Run 1, routed clock nets over the placement:
Scale: 10 px per um.
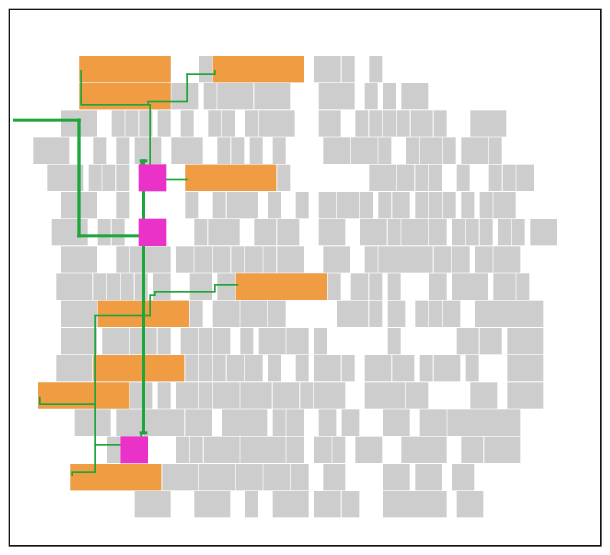
Run 1, congestion heat map:
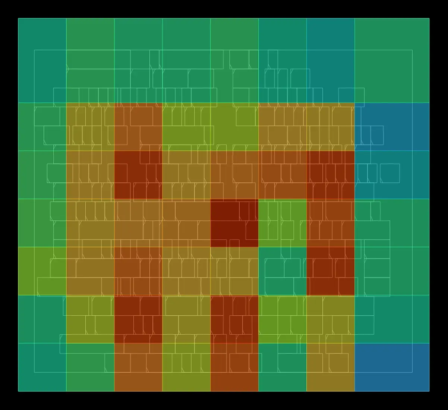
Run 1, power grid:
Scale: 6 px per um. Pins as bars on the die edge.
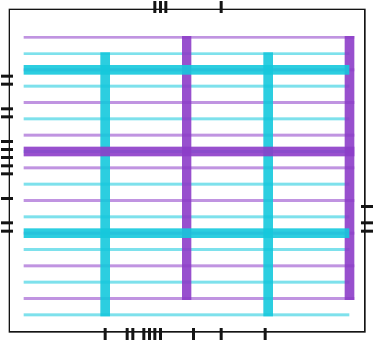
**config.mk**
```make
export PLATFORM = sky130hd
export DESIGN_NAME = q_6_3_usr
export DESIGN_NICKNAME = d
export VERILOG_FILES = /design/src/rtl/q_6_3_usr.sv
export SDC_FILE = /design/constraint.sdc
export NUM_CORES = 1
export LEC_CHECK = 0
export ABC_AREA = 1
export CORE_ASPECT_RATIO = 0.9
export CORE_MARGIN = 2
export CORE_UTILIZATION = 39
export DETAILED_ROUTE_END_ITERATION = 8
export PLACE_DENSITY_LB_ADDON = 0.2
export RECOVER_POWER = 50
export SKIP_CTS_REPAIR_TIMING = 1
export SLEW_MARGIN = 20
export SYNTH_ARGS = -nofsm -noshare
export SYNTH_HDL_FRONTEND = slang
export SYNTH_SLANG_ARGS = --single-unit
```
**constraint.sdc**
```tcl
create_clock -name clk -period 1.8 [get_ports clk]
set_clock_uncertainty 0.05 [all_clocks]
set_input_delay 0.18 -clock clk [delete_from_list [all_inputs] [get_ports clk]]
set_output_delay 0.18 -clock clk [all_outputs]
set_load 0.02 [all_outputs]
```
**src/rtl/q_6_3_usr.sv**
```systemverilog
// Universal shift/rotate/count register.
// Combinational next-state select, registered state and wrap pulse.
module q_6_3_usr #(
  parameter int WIDTH = 8
) (
  input  logic             clk,
  input  logic             rst,
  input  logic             en,
  input  logic             clr,
  input  logic [2:0]       mode,
  input  logic [WIDTH-1:0] I,
  input  logic             sin_l,
  input  logic             sin_r,
  output logic [WIDTH-1:0] A,
  output logic             so_l,
  output logic             so_r,
  output logic             zero,
  output logic             wrap
);

  typedef enum logic [2:0] {
    M_HOLD = 3'b000,
    M_LOAD = 3'b001,
    M_SHL  = 3'b010,
    M_SHR  = 3'b011,
    M_ROL  = 3'b100,
    M_ROR  = 3'b101,
    M_UP   = 3'b110,
    M_DN   = 3'b111
  } mode_t;

  logic [WIDTH-1:0] nxt;
  logic             nxt_wrap;

  // Select the next register value; clr beats en beats mode.
  always_comb begin
    nxt      = A;
    nxt_wrap = 1'b0;
    if (clr) begin
      nxt = '0;
    end else if (en) begin
      unique case (mode_t'(mode))
        M_HOLD: nxt = A;
        M_LOAD: nxt = I;
        M_SHL:  nxt = {A[WIDTH-2:0], sin_l};
        M_SHR:  nxt = {sin_r, A[WIDTH-1:1]};
        M_ROL:  nxt = {A[WIDTH-2:0], A[WIDTH-1]};
        M_ROR:  nxt = {A[0], A[WIDTH-1:1]};
        M_UP: begin
          nxt      = A + WIDTH'(1);
          nxt_wrap = &A;
        end
        M_DN: begin
          nxt      = A - WIDTH'(1);
          nxt_wrap = ~|A;
        end
      endcase
    end
  end

  // State register with immediate clear on reset.
  always_ff @(posedge clk or negedge rst) begin
    if (!rst) begin
      A    <= '0;
      wrap <= 1'b0;
    end else begin
      A    <= nxt;
      wrap <= nxt_wrap;
    end
  end

  assign so_l = A[WIDTH-1];
  assign so_r = A[0];
  assign zero = ~|A;

endmodule

```
==> GITHUB_STEP_SUMMARY, run 1 <==
## Implementation flow summary

| Metric | Value |
|---|---|
| # nets final | 259 |
| CP Launch Type | register |
| Final setup TNS | 0 ps |
| Top-count cell post-synth | nand2_1 |
| WL final | about 3400 um |
| Worst-Skew Late Latency | 260 ps |
| Flop pwr share | 28.7% |
| Worst hold path type | primary input to asynchronous set/reset pin |
| Outcome | complete, no violations |
| WP data arrival | ~1900 ps |
| P&R area growth vs syn | 56.18% |
| Fin. Hold Viols | 0 |
| Cycle use final | 97.82% |
| HPWL after DPL | 2689 um |
| Final setup viols | 0 |
| FF+latch count, synth | 9 |
| AND/OR/NAND/NOR Cells, Area Fraction | 50.29% |
| Area leader share | 21.91% |
| Main area contributors | nand2_1 22%, dfrtp_1 21%, nand3_1 9.4%, inv_1 8.5%, nor2_1 5.3% |
| Post-synth ARST share | 100.0% |
| Initial Util | 42.32% |
| Xor and xnor area share after synthesis | less than 1% |
| Largest net degree at the start of global routing | 11 |
| Fmax | 568.0 MHz |
| Crit path largest cell delay | 380 ps |
| Met2 Use GR | 37.78% |
| CTS buffer count | 3 |
| Reg clk slew, reported paths | 60 ps |
| Pleak | 0.0008882 uW |
Back to the opening pictures, 'routed clock nets over the placement':
[orange] flip-flops | count: 9
[green] clock wires | length: 137 um
[magenta] cells driving clock nets | count: 3
routed clock nets: 4

Back to the opening pictures, 'congestion heat map':
final core utilization: 66.10%
Tot GR Track Use: 23.09%
met1 Resource Use GR: 31.32%

Back to the opening pictures, 'power grid':
[cyan] VSS
[purple] VDD
signal pins: 29
met1 rails: 18
met5 straps: 3
core footprint: 2510 um2
Peak VDD IR: 314.0 uV
DIE WIDTH: 59.01 um
die height: 53.51 um

run 1: how the worst max path moves through the flow:
stage	start	to	cells after the start
after floorplan	A[1]	A[6]	14
after global placement	mode[1]	A[4]	15
after detailed placement	mode[1]	A[4]	15
after CTS	A[1]	zero	4
after global routing	A[1]	A[6]	17
final	A[1]	A[6]	17
run 1: power groups by stage:
stage	Clock [uW]	Sequential (uW)	Combinational (uW)
after global placement	0	224	379
after CTS	163	221	386
after floorplan	0	251	174
after detailed placement	0	225	384
after global routing	174	223	430
final	158	222	394
run 1: final cells by class:
type                       count  area share (%)
clock buffer                   4           1.584
inverter                      25           5.807
multi-input combinational    138           43.36
sequential                     9           13.57
tap                           28           2.112
timing repair buffer          64           33.56
run 1: state kept, by name, summed over array words and instances (netlist names):
signal and flops:
A 8, wrap 1
==> run 2, diff against run 1 <==
CTS_BUF_LIST = sky130_fd_sc_hd__clkbuf_4   (was unset)
==> run 2 against run 1 <==
Against the previous run:
- die size unchanged
- synthesized cell count did not move
- clock-buffer cell count did not move
- largest cell class unchanged
- highest routed layer unchanged
==> GITHUB_STEP_SUMMARY, run 2 <==
## Implementation flow summary

| Metric | Value |
|---|---|
| Outcome | complete, no violations |
| Area leader share | 21.91% |
| Crit path largest cell delay | 380 ps |
| Seq group | 222 uW |
| Tot GR Track Use | 23.09% |
| P&R area growth vs syn | 56.54% |
| Fmax | roughly 560 MHz |
| CTS buffer count | 3 |
| Worst hold path type | primary input to asynchronous set/reset pin |
| Critical Path End | A[6] |
| Cycle use final | 98.62% |
| Largest net degree at the start of global routing | 11 |
| Multi-input comb cells | 138 |
| CP Launch Type | register |
| Peak VDD IR | about 320 uV |
| CP startpoint | A[1] |
| Reg clk slew, reported paths | 60 ps |
| Main area contributors | nand2_1 22%, dfrtp_1 21%, nand3_1 9.4%, inv_1 8.5%, nor2_1 5.3% |
| ClkCell Share | 1.806% |
| Comb. pwr | 393 uW |
| DIE WIDTH | 59.01 um |
| Final setup TNS | 0 ps |
| Nonclk buf count | 64 |
| Worst-Skew Late Latency | approximately 260 ps |
| Nonclk inv count | 25 |
| Met1 Resource Use GR | 31.18% |
## run 2: cell counts after synthesis
No cell type changed its count.
## run 2: through the flow
step | cells | setup WS [ps] | power, uW | util (%)
final | 268 | 24.89 | 789.0 | 66.25
after global routing | 268 | -161.9 | 842.0 | 66.25
after CTS | 266 | -310.0 | 787.2 | 64.41
after detailed placement | 262 | -333.0 | 609.2 | 63.21
after global placement | 262 | -285.0 | 602.8 | 63.21
after floorplan | 178 | 63.84 | 424.7 | -
## run 2: logic make-up (layout without fill, tap and decap cells)
family,count (synthesis),count (layout),share of synthesized area [%]
compound gates,21,21,13.07
xor+xnor,1,1,0.8247
fa+ha+maj,1,1,1.178
buf+inv,31,93,13.43
flops,9,9,21.20
simple gates,115,115,50.30
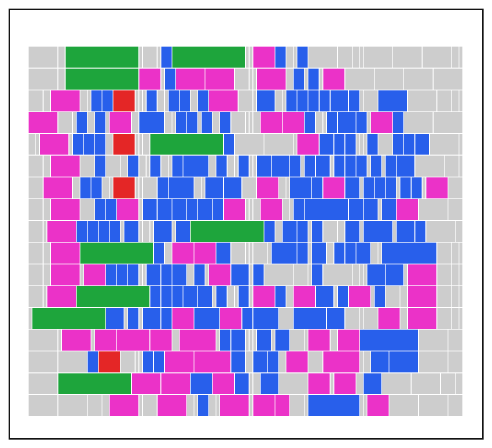
Run 2: placed cells, one color a class
Scale: 8 px per um. Fill, decap, tap and diode cells in gray.
[magenta] other buffers and delay cells | cells: 64 | share of their area: 34%
[blue] all other logic | cells: 163 | share of their area: 50%
[red] clock drivers and dummy loads | cells: 4 | share of their area: 1.8%
[green] flops | cells: 9 | share of their area: 14%
Row Count: 17
post-layout instance area: 1663 um2
flop share of the area: 13.54%

==> run 3, diff against run 2 <==
CTS_CLUSTER_SIZE = 12   (was unset)
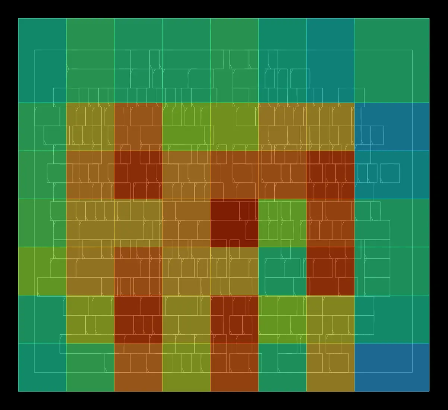
Run 3: congestion heat map
met2 Use GR: 37.96%
DR WL/cell: 12.69 um
layer with the highest usage: met2
Global Route met3 Usage: 2.445%
met1 Resource Use GR: 31.18%

==> run 3 against run 2 <==
Against the previous run:
- combinational power hardly changed
- cell area unchanged
- sequential cell count is the same
- register-to-register slack about the same
- cell count did not move
- sequential share of layout area unchanged
- hold slack unchanged
- core utilization stayed put
- synthesized cell count unchanged
- wire length is the same
- largest power group unchanged
==> GITHUB_STEP_SUMMARY, run 3 <==
## Implementation flow summary

| Metric | Value |
|---|---|
| Seq group | 222 uW |
| Final setup TNS | 0 ps |
| Clk. pwr | between 150 and 200 uW |
| Area leader share | 21.91% |
| WP data arrival | 1880 ps |
| Largest power group | combinational cells |
| CP startpoint | A[1] |
| # nets final | approximately 260 |
| AND/OR/NAND/NOR Cells, Area Fraction | 50.29% |
| DP Cell Count | 262 |
| DIE WIDTH | between 50 and 60 um |
| Adder share | 1.178% |
| Die height | between 50 and 60 um |
| Critical Path End | A[6] |
| Final setup viols | 0 |
| Reg clk slew, reported paths | about 60 ps |
| Mux area share | 0% |
| Final core utilization | 66.25% |
| Setup WS post-layout | 24.89 ps |
| Comb. pwr | 393 uW |
| Worst-Skew Late Latency | 260 ps |
| Post-layout instance area | 1663 um2 |
| Tot GR Track Use | between 20% and 30% |
| Fin. Hold Viols | 0 |
| Outcome | complete, no violations |
| P&R area growth vs syn | 56.54% |
| Total Power | between 700 and 800 uW |
| ClkCell Share | 1.806% |
| Initial Util | between 40% and 50% |
| Peak VDD IR | 318.1 uV |
| Top logic family | simple AND/OR/NAND/NOR gates |
| Clock buf count | 4 |
| Worst hold path type | primary input to asynchronous set/reset pin |
| Crit path largest cell delay | 380 ps |
| Non-clk buf share | approximately 33% |
| Nonclk inv count | 25 |
| Cycle use final | 98.62% |
| Nonclk buf count | 64 |
run 3: worst min-delay path by stage:
stage	start	to	depth (start not counted)
finish	rst	A[6]	1
global route	rst	A[7]	1
floorplan	rst	A[0]	0
global placement	rst	A[3]	1
CTS	rst	A[6]	1
detailed placement	rst	A[4]	1
run 3: layer usage:
| metal | vias up | track usage (%) | wire [um] |
|---|---|---|---|
| li1 | 704 | - | - |
| met1 | 618 | 31.18 | 1407 |
| met2 | 71 | 37.96 | 1631 |
| met3 | 5 | 2.445 | 327 |
| met4 | 0 | 8.712 | 35 |
| met5 | - | 0 | 0 |
No activity file was given, so power comes from the tool's default toggle rates.
